File: src/rtl/freq_measure_array.sv
// freq_measure_array: serial line loader feeding per-pixel square-wave
// generators, with a high/low/period measurement unit on each generated wave.
// Optional build macro FREQ_MEASURE_SATURATE_EN: run-length and period
// counters saturate at all-ones instead of wrapping.
//
// load/shift handshake: there is no valid/ready pair here; every cycle with
// load=0 shifts one bit in, and a cycle with load=1 copies the shift register
// to data_out while the shift register holds.
module freq_measure_array #(
  parameter int NUM_PIXELS   = 4,
  parameter int INPUT_BITS   = 8,
  parameter int COUNTER_BITS = 32,
  parameter int CLOCK_FREQ   = 50_000_000,
  parameter int LOW_FREQ     = 1_000,
  parameter int HIGH_FREQ    = 20_000_000
) (
  input  logic                                 clk,
  input  logic                                 reset_n,
  input  logic                                 shift_in,
  input  logic                                 load,
  output logic [NUM_PIXELS*INPUT_BITS-1:0]     data_out,
  output logic [NUM_PIXELS-1:0]                freq_out,
  output logic [NUM_PIXELS*COUNTER_BITS-1:0]   time_high,
  output logic [NUM_PIXELS*COUNTER_BITS-1:0]   time_low,
  output logic [NUM_PIXELS*COUNTER_BITS-1:0]   period
);

  localparam int WIDTH    = NUM_PIXELS * INPUT_BITS;
  localparam int GEN_BITS = 32;

  // Half-period endpoints in clk cycles, resolved at elaboration.
  localparam logic [63:0] H_LOW      = 64'(CLOCK_FREQ / (2 * LOW_FREQ));
  localparam logic [63:0] H_HIGH_RAW = 64'(CLOCK_FREQ / (2 * HIGH_FREQ));
  localparam logic [63:0] H_HIGH     = (H_HIGH_RAW < 64'd1) ? 64'd1 : H_HIGH_RAW;
  localparam logic [63:0] H_SPAN     = H_LOW - H_HIGH;
  localparam logic [63:0] MAXV       = (64'd1 << INPUT_BITS) - 64'd1;

  localparam logic [GEN_BITS-1:0]     GEN_ONE = {{(GEN_BITS-1){1'b0}}, 1'b1};
  localparam logic [COUNTER_BITS-1:0] RUN_ONE = {{(COUNTER_BITS-1){1'b0}}, 1'b1};
`ifdef FREQ_MEASURE_SATURATE_EN
  localparam logic [COUNTER_BITS-1:0] RUN_MAX = '1;
`endif

  logic [WIDTH-1:0] sr_q, sr_d;
  logic [WIDTH-1:0] data_out_q, data_out_d;

  // Shift stage: shift when idle, transfer to data_out on load.
  always_comb begin
    sr_d       = sr_q;
    data_out_d = data_out_q;
    if (load) begin
      data_out_d = sr_q;
    end else begin
      sr_d = {sr_q[WIDTH-2:0], shift_in};
    end
  end

  // Shift stage registers.
  always_ff @(posedge clk or negedge reset_n) begin
    if (!reset_n) begin
      sr_q       <= '0;
      data_out_q <= '0;
    end else begin
      sr_q       <= sr_d;
      data_out_q <= data_out_d;
    end
  end

  assign data_out = data_out_q;

  for (genvar g = 0; g < NUM_PIXELS; g++) begin : g_pix
    logic [INPUT_BITS-1:0]   pix;
    logic [63:0]             half_m1;
    logic [GEN_BITS-1:0]     cnt_q, cnt_d;
    logic                    freq_q, freq_d;
    logic                    prev_q, seen_q, seen_d;
    logic                    edge_det;
    logic [COUNTER_BITS-1:0] run_q, run_d, run_inc;
    logic [COUNTER_BITS-1:0] th_q, th_d, tl_q, tl_d, per_q, per_d, per_sum;
`ifdef FREQ_MEASURE_SATURATE_EN
    logic [COUNTER_BITS:0]   per_wide;
`endif

    assign pix = data_out_q[g*INPUT_BITS +: INPUT_BITS];

    // Generator and measurement next-state; the new pixel value is compared
    // against the running count without clearing it.
    always_comb begin
      half_m1  = H_LOW - ((H_SPAN * 64'(pix)) / MAXV) - 64'd1;
      cnt_d    = cnt_q + GEN_ONE;
      freq_d   = freq_q;
      seen_d   = seen_q;
      th_d     = th_q;
      tl_d     = tl_q;
      per_d    = per_q;
      edge_det = (freq_q != prev_q);
`ifdef FREQ_MEASURE_SATURATE_EN
      run_inc  = (run_q == RUN_MAX) ? run_q : run_q + RUN_ONE;
      per_wide = {1'b0, th_q} + {1'b0, run_q};
      per_sum  = per_wide[COUNTER_BITS] ? RUN_MAX : per_wide[COUNTER_BITS-1:0];
`else
      run_inc  = run_q + RUN_ONE;
      per_sum  = th_q + run_q;
`endif
      run_d    = run_inc;

      if (64'(cnt_q) >= half_m1) begin
        freq_d = ~freq_q;
        cnt_d  = '0;
      end

      // The level before the first edge is partial, so only arm on it.
      if (edge_det) begin
        run_d  = RUN_ONE;
        seen_d = 1'b1;
        if (seen_q) begin
          if (prev_q) begin
            th_d = run_q;
          end else begin
            tl_d  = run_q;
            per_d = per_sum;
          end
        end
      end
    end

    // Generator and measurement registers.
    always_ff @(posedge clk or negedge reset_n) begin
      if (!reset_n) begin
        cnt_q  <= '0;
        freq_q <= 1'b0;
        prev_q <= 1'b0;
        seen_q <= 1'b0;
        run_q  <= '0;
        th_q   <= '0;
        tl_q   <= '0;
        per_q  <= '0;
      end else begin
        cnt_q  <= cnt_d;
        freq_q <= freq_d;
        prev_q <= freq_q;
        seen_q <= seen_d;
        run_q  <= run_d;
        th_q   <= th_d;
        tl_q   <= tl_d;
        per_q  <= per_d;
      end
    end

    assign freq_out[g]                               = freq_q;
    assign time_high[g*COUNTER_BITS +: COUNTER_BITS] = th_q;
    assign time_low[g*COUNTER_BITS +: COUNTER_BITS]  = tl_q;
    assign period[g*COUNTER_BITS +: COUNTER_BITS]    = per_q;
  end

endmodule

File: config.mk
export PLATFORM = sky130hd
export DESIGN_NAME = freq_measure_array
export DESIGN_NICKNAME = d
export VERILOG_FILES = /design/src/rtl/freq_measure_array.sv
export SDC_FILE = /design/constraint.sdc
export NUM_CORES = 2
export LEC_CHECK = 0
export CORE_MARGIN = 2
export CORE_UTILIZATION = 57
export DETAILED_ROUTE_END_ITERATION = 10
export DONT_BUFFER_PORTS = 1
export HOLD_SLACK_MARGIN = 0.03
export PLACE_DENSITY = 0.73
export SLEW_MARGIN = 20
export SYNTH_ARGS = -nofsm -noshare
export SYNTH_HDL_FRONTEND = slang
export SYNTH_SLANG_ARGS = --single-unit
File: constraint.sdc
create_clock -name clk -period 25.1 [get_ports clk]
set_input_delay 5.02 -clock clk [delete_from_list [all_inputs] [get_ports clk]]
set_output_delay 5.02 -clock clk [all_outputs]
set_load 0.005 [all_outputs]
==> results_dict.tcl <==
# metrics dict for downstream scripts
set metrics [dict create \
    async_reset_ff_share_pct 100.0 \
    critPathMostFrequentCell "a21o_1" \
    place_congestion 0.9526 \
    crit_type "flip-flop to flip-flop" \
    synth_chip_area_mm2 0.06241 \
    cts.reportedPaths.clkPinSlew_ns 0.06 \
    cp.arrival_ns 24.08 \
    seqAreaFraction_pct 26.92 \
    lay_top_count "dfrtp_1" \
    status "finished, final reports clean" \
    wl_met3_um 10000 \
    period_needed_ns 23.50 \
    dp_slack_ns 0.7977 \
    slew_headroom_pct 14.22 \
    ios 424 \
    ys_cells 7159 \
    finalSetupViolCount 0 \
    synth-adder-area-share_pct 13.49 \
    worst-r2r-setup-slack_ns 1.60 \
    cts_tree "yes" \
    die-area_mm2 0.1122 \
    fmax_mhz 42.55 \
    flop-count 716 \
    critical_path.max_stage_delay_ns 0.61 \
    dominant_cells "multi-input combinational cells" \
    cts_root_buf "clkbuf_16" \
    cts-htree-levels 3 \
    drc 0 \
    rows 121 \
    r2r-start "data_out[29]$_DFFE_PN0P_" \
    numCtsBuffers 81 \
    overflow 0 \
    grt_max_degree 717 \
    clkbuf_count 109 \
    area_growth_pct 6.663 \
    crit_family "AND-OR/OR-AND gates" \
    fin_area_mm2 0.06657 \
    wl_met1_um 73400 \
]
[worst max path at each step]
stage / from / to / slack (ns) / cells after the start
floorplan: data_out[29]$_DFFE_PN0P_ / g_pix[3].cnt_q[8]$_DFF_PN0_ / 4.66 / 100
global placement: data_out[29]$_DFFE_PN0P_ / g_pix[3].cnt_q[27]$_DFF_PN0_ / 1.15 / 99
detailed placement: data_out[29]$_DFFE_PN0P_ / g_pix[3].cnt_q[28]$_DFF_PN0_ / 0.80 / 99
CTS: data_out[29]$_DFFE_PN0P_ / g_pix[3].cnt_q[23]$_DFF_PN0_ / 0.68 / 99
global route: data_out[29]$_DFFE_PN0P_ / g_pix[3].cnt_q[23]$_DFF_PN0_ / 0.02 / 100
finish: data_out[29]$_DFFE_PN0P_ / g_pix[3].cnt_q[28]$_DFF_PN0_ / 1.60 / 100
[per-layer routing]
| layer | vias up | global-route usage [%] |
|---|---|---|
| li1 | 25890 | - |
| met1 | 26060 | 38.73 |
| met2 | 1627 | 46.34 |
| met3 | 269 | 4.395 |
| met4 | 0 | 8.463 |
| met5 | - | 0 |
[sequential cells by signal, indices dropped and copies added (netlist names)]
register,count
data_out,32
g_pix.cnt_q,128
g_pix.freq_q,4
g_pix.per_q,128
g_pix.prev_q,4
g_pix.run_q,128
g_pix.seen_q,4
g_pix.th_q,128
g_pix.tl_q,128
sr_q,32
[what timing repair did]
action                                  CTS  global route
setup buffers                             0             3
gates resized                             0            19
endpoints found under the setup margin    0            33
**Cell area per tile**

Scale: 1 px per µm. 33 x 33 tiles, from white (low) to dark blue (high), 0 to 100% covered.
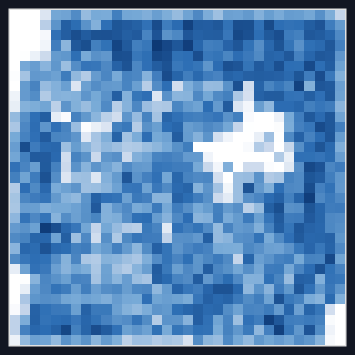
mean over tiles	58%
nearly empty tiles	4.6%
emptiest ninth of the die	upper left
core region area: 0.1087 mm²
Initial Utilization: 57.42%
Util after Layout: 61.24%

**Signal wires on met3**

Scale: 1.5 px per µm. Cells faint in the background.
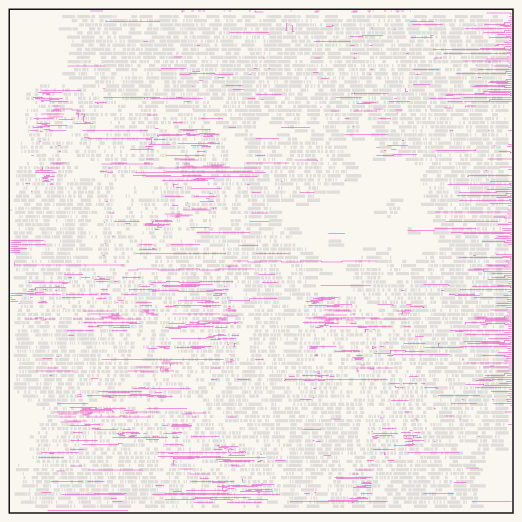
main direction	horizontal
share of all routed wire	6.1%
longest straight run	86.9 µm
met3 GRT Util: 4.395%
Via Count: 53850
drt total wl: 163800 µm

